**config.mk**
```make
export PLATFORM = sky130hd
export DESIGN_NAME = uart_bcd_transmitter
export DESIGN_NICKNAME = d
export VERILOG_FILES = /design/src/rtl/uart_bcd_transmitter.sv
export SDC_FILE = /design/constraint.sdc
export NUM_CORES = 1
export LEC_CHECK = 0
export CAP_MARGIN = 10
export CELL_PAD_IN_SITES_DETAIL_PLACEMENT = 2
export CELL_PAD_IN_SITES_GLOBAL_PLACEMENT = 2
export CORE_AREA = 2 2 78 87
export DETAILED_ROUTE_END_ITERATION = 10
export DIE_AREA = 0 0 80 89
export PLACE_DENSITY_LB_ADDON = 0.1
export SYNTH_ARGS = -nofsm -noshare
export SYNTH_HDL_FRONTEND = slang
export SYNTH_SLANG_ARGS = --single-unit
```
**constraint.sdc**
```tcl
create_clock -name CLOCK_50_I -period 5.74 [get_ports CLOCK_50_I]
set_input_delay 0.574 -clock CLOCK_50_I [delete_from_list [all_inputs] [get_ports CLOCK_50_I]]
set_output_delay 0.574 -clock CLOCK_50_I [all_outputs]
set_load 0.05 [all_outputs]
```
**src/rtl/uart_bcd_transmitter.sv**
```systemverilog
// uart_bcd_transmitter: sends a two-digit BCD value as ASCII "TU\r\n" over an 8N1 UART.
// Each request produces one complete line, and characters are sent back to back.
module uart_bcd_transmitter #(
  parameter int BAUD_DIV = 434
) (
  input  logic       CLOCK_50_I,
  input  logic       resetn,
  input  logic [7:0] bcd_value,
  input  logic       send_req,
  output logic       busy,
  output logic       tx_done,
  output logic       UART_TX_O
);
  typedef enum logic [1:0] {IDLE, START, DATA, STOP} state_t;
  localparam logic [15:0] BMAX = 16'(BAUD_DIV - 1);
  state_t      state_q, state_d;
  logic [7:0]  val_q, val_d;
  logic [1:0]  idx_q, idx_d;
  logic [2:0]  bit_q, bit_d;
  logic [15:0] baud_q, baud_d;
  logic [7:0]  shift_q, shift_d;
  logic        tx_q, tx_d;
  logic        done_q, done_d;
  logic        baud_end;
  // Nibbles 10..15 become 'A'..'F', so non-BCD input shows up on the terminal.
  function automatic logic [7:0] char_of(input logic [1:0] i, input logic [7:0] v);
    logic [3:0] n;
    n = i[0] ? v[3:0] : v[7:4];
    return i[1] ? (i[0] ? 8'h0A : 8'h0D)
                : (n < 4'd10 ? 8'h30 + {4'h0, n} : 8'h37 + {4'h0, n});
  endfunction
  always_comb begin
    state_d  = state_q;
    val_d    = val_q;
    idx_d    = idx_q;
    bit_d    = bit_q;
    baud_d   = baud_q;
    shift_d  = shift_q;
    tx_d     = tx_q;
    done_d   = 1'b0;
    baud_end = baud_q == BMAX;
    if (state_q != IDLE) baud_d = baud_end ? 16'd0 : baud_q + 16'd1;
    case (state_q)
      IDLE: begin
        tx_d = 1'b1;
        if (send_req) begin
          state_d = START;
          val_d   = bcd_value;
          idx_d   = 2'd0;
          bit_d   = 3'd0;
          baud_d  = 16'd0;
          shift_d = char_of(2'd0, bcd_value);
          tx_d    = 1'b0;
        end
      end
      START: if (baud_end) begin
        state_d = DATA;
        bit_d   = 3'd0;
        tx_d    = shift_q[0];
        shift_d = {1'b0, shift_q[7:1]};
      end
      DATA: if (baud_end) begin
        if (bit_q == 3'd7) begin
          state_d = STOP;
          tx_d    = 1'b1;
        end else begin
          bit_d   = bit_q + 3'd1;
          tx_d    = shift_q[0];
          shift_d = {1'b0, shift_q[7:1]};
        end
      end
      STOP: if (baud_end) begin
        if (idx_q != 2'd3) begin
          state_d = START;
          idx_d   = idx_q + 2'd1;
          shift_d = char_of(idx_q + 2'd1, val_q);
          tx_d    = 1'b0;
        end else begin
          state_d = IDLE;
          done_d  = 1'b1;
          tx_d    = 1'b1;
        end
      end
      default: state_d = IDLE;
    endcase
  end
  always_ff @(posedge CLOCK_50_I or negedge resetn)
    if (!resetn) begin
      state_q <= IDLE;
      val_q   <= 8'h00;
      idx_q   <= 2'd0;
      bit_q   <= 3'd0;
      baud_q  <= 16'd0;
      shift_q <= 8'h00;
      tx_q    <= 1'b1;
      done_q  <= 1'b0;
    end else begin
      state_q <= state_d;
      val_q   <= val_d;
      idx_q   <= idx_d;
      bit_q   <= bit_d;
      baud_q  <= baud_d;
      shift_q <= shift_d;
      tx_q    <= tx_d;
      done_q  <= done_d;
    end
  assign busy      = state_q != IDLE;
  assign tx_done   = done_q;
  assign UART_TX_O = tx_q;
endmodule
```
gates.png
The bar under the picture is 20 um long.
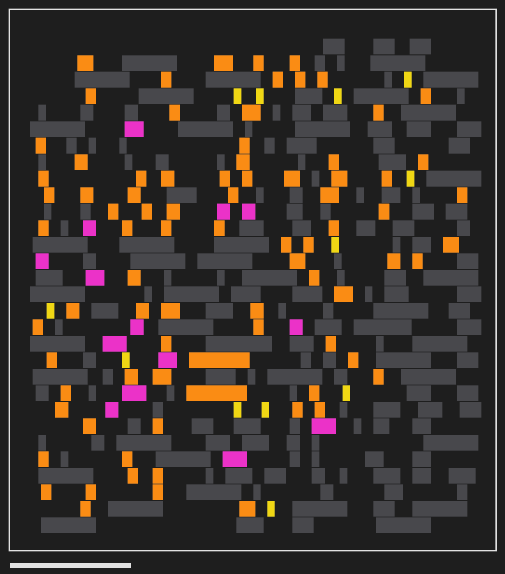
colour	family	cells	most used
orange	aoi and oai cells	82	o21ai_0
yellow	inv cells	12	inv_1
magenta	and/or cells	14	and3_1

floorplan.png
Pins as bars on the die edge. Tap cells in grey.
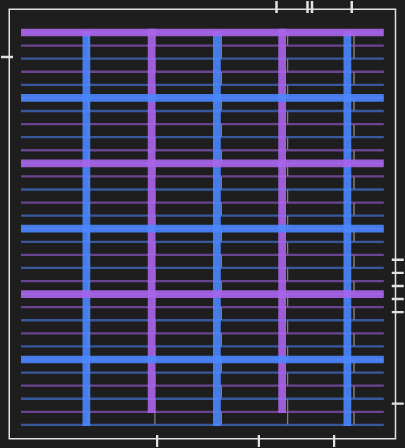
colour	net
blue	VSS
purple	VDD
met1 rails	31
rows	30
met5 straps	6
signal pins	14
met4 straps	5
Die Width: 80 um
Core ar.: 6156 um^2
chip height: 89 um
Peak VDD IR: 0.1081 mV

clock_nets.png
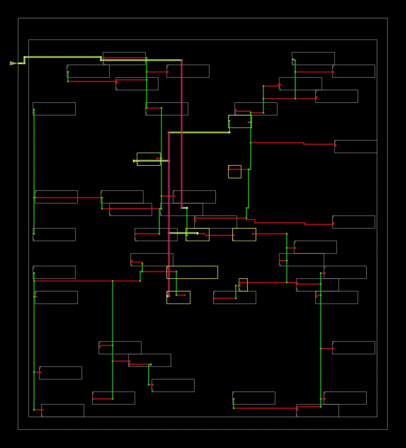
clk_buf instances: 5
Clock Skew: 8.193 ps
Latency at later pin: 300 ps

class_map.png
The bar under the picture is 20 um long.
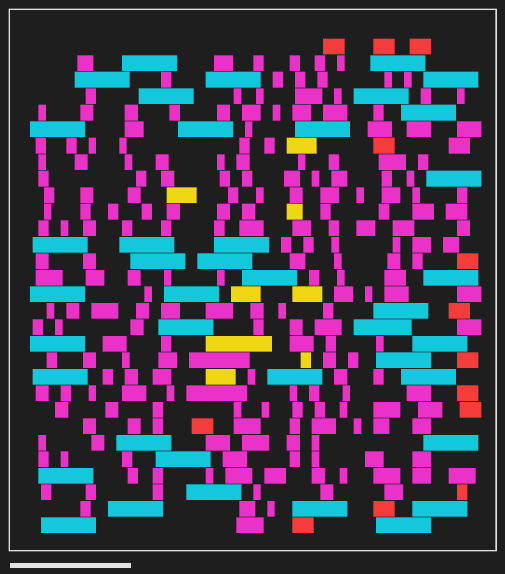
colour	class	cells
yellow	clock drivers and dummy loads	8
cyan	registers	40
red	remaining buffers and delay cells	13
magenta	remaining logic cells	217
num rows: 30
post-route cell area: 2766 um^2
Seq/total area: 0.3623
Final Core Density: 0.4494

-- stage by stage --
stage / total power (uW) / worst slack (ps) / area (um^2) / util
after floorplan: 296.2 / 3468 / 2480 / -
after global placement: 312.2 / 3025 / 2655 / 0.4313
after detailed placement: 312.5 / 2954 / 2655 / 0.4313
after CTS: 553.1 / 2600 / 2766 / 0.4494
after global routing: 565.4 / 2455 / 2766 / 0.4494
final: 545.1 / 2616 / 2766 / 0.4494
-- kinds of logic (layout without fill, tap and decap cells) --
logic type | count (synthesis) | after routing | synth area share
AOI/OAI and AO/OA | 91 | 91 | 0.2381
buffers and inverters | 23 | 33 | 0.03834
adders and majority gates | 11 | 11 | 0.05550
and+or+nand+nor | 85 | 85 | 0.1862
xor gates and xnor gates | 2 | 2 | 0.007065
muxes | 16 | 16 | 0.07064
DFF | 40 | 40 | 0.4041
-- placed cells by master (no fill, tap or decap), types with 2 or more instances in the layout --
master / Yosys / layout
nor2b_1: 3 / 3
o31ai_1: 3 / 3
ha_1: 11 / 11
nor3_1: 2 / 2
o41ai_4: 2 / 2
clkdlybuf4s50_1: 0 / 12
and4_1: 2 / 2
o21ai_0: 33 / 33
clkbuf_8: 0 / 5
nor4b_1: 2 / 2
nand2b_1: 5 / 5
inv_1: 12 / 12
a31oi_1: 12 / 12
a22o_1: 6 / 6
or3_1: 2 / 2
nand4_1: 7 / 7
nand3_1: 8 / 8
nor2_1: 14 / 14
and3_1: 4 / 4
nand2_1: 27 / 27
o22ai_1: 2 / 2
mux2_2: 10 / 10
mux2_1: 2 / 2
mux2i_1: 4 / 4
or4_4: 3 / 3
a21oi_1: 21 / 21
dfrtp_1: 39 / 39
-- area by class of cell --
class,instances,share of cell area
Clock buffer,5,0.02488
Multi-Input combinational cell,205,0.4998
Clock inverter,3,0.01538
Inverter,12,0.01628
Sequential cell,40,0.3623
Timing Repair Buffer,13,0.04523
Tap cell,80,0.03618
-- power groups by stage --
stage	sequential, uW	clock, uW	combinational, uW
floorplan	288	0	8.43
detailed placement	290	0	23.0
global placement	290	0	22.6
global route	284	256	25.1
CTS	284	246	23.2
finish	284	239	22.3
-- sequential cells by signal, summed over array words and instances, names as in the netlist --
| signal | flops |
|---|---|
| UART_TX_O | 1 |
| baud_q | 16 |
| bit_q | 3 |
| idx_q | 2 |
| shift_q | 7 |
| state_q | 2 |
| tx_done | 1 |
| val_q | 8 |
-- worst register-to-register path: stages (launching register included) --
cell and delay (ps):
dfrtp_1 420, inv_1 120, ha_1 600, inv_1 330
nor2_1 730, o311ai_0 270
-- final timing paths --
kind | from | endpoint | slack (ps)
max in group asynchronous | resetn | shift_q[4]$_DFFE_PN0P_ | 4710
setup reg to reg | state_q[0]$_DFFE_PN0P_ | idx_q[1]$_DFFE_PN0P_ | 3110
hold / removal | resetn | bit_q[1]$_DFFE_PN0P_ | 420
setup / recovery | state_q[0]$_DFFE_PN0P_ | busy | 2620
hold reg to reg | baud_q[15]$_DFF_PN0_ | baud_q[15]$_DFF_PN0_ | 480
min in group CLOCK_50_I | baud_q[15]$_DFF_PN0_ | baud_q[15]$_DFF_PN0_ | 480
==> out/results.txt <==
Fin Hold WS: 420.4 ps
layout cell share with drive strength beyond 1: 0.1043
YS chip area: 2480 um^2
Layout area overhead: 11.55%
Vias/cell: 5.955
DRT met1 WL: 3025 um
vias in the first global route: 2,332
Initial Util: 0.4028
syn_area_per_cell: 9.253 um^2
Setup Buffers After CTS: 0
Met3 Wirelength: 97 um
Worst Path Required: 5170 ps
critical-path maximum fanout: 20
post-route clock period utilization: 0.5443
Unique cell types: 50
Final Max Tran Viols: 0
drt total wl: 6787 um
fmax: 0.3201 GHz
WL per Instance: 18.96 um
Post-synth seq share: 0.4041
Synth Cell Area: 2480 um^2
initial DRC count: 71
Hold WC Path Type: in2async
Stages on worst setup path: 4
DR WL met2: 3597 um
count leader, synth: dfrtp_1
flip-flops with a built-in enable: 0
worst slew pin tran: 1033 ps
Sequential Power Share: 0.521
gr ovfl total: 0
gpl congestion: 0.7568
status: finished clean
CTS Buf Count: 5
global-route wire length before repair: 11,790 um
tool warnings: 30
critical path's top delay family: buffers and inverters
Inserted Diodes: 0
asr flop ratio synth: 1.000
initial antenna violation count: 0
Critical Path, Cell by Cell: inv_1 -> ha_1 -> inv_1 -> clkdlybuf4s50_1
Top Usage Layer GRT: met2
Gate power share: 0.041
Filler Cell Count: 676
I/O Pins: 14
Buf/Inv on CP: 3
DIE AREA: 7120 um^2
Registers, synthesis: 40
Top Metal Used: met4
Synth warnings: 0
Clk pin slew, worst setup/hold paths: 80 ps
Post-synth top cells: dfrtp_1 (39), o21ai_0 (33), nand2_1 (27)
Setup TNS: 0 ps
M1 GR Usage: 0.2560
clock power share: 0.438
most used cell, CP: inv_1
Worst slew margin: 0.3090
CTS Buffer Depth: 2
CTS tree: done
number of antenna-violating nets in the routed design: 0
Cell Pwr Density: 197.0 nW/um^2
met2 usage: 0.4015
iteration count of the initial detailed-routing pass: 4
Primary FF master, synth: dfrtp_1
Leak: 0.001188 uW
RSZ-0062 raised after global routing: false
Largest stage delay, worst path: 790 ps
Net Count, Synth: 290
Area leader share: 0.3935
Clock Sinks: 40
cts hold-fix bufs: 0
Final nets: 299
No activity file was given, so power comes from the tool's default toggle rates.
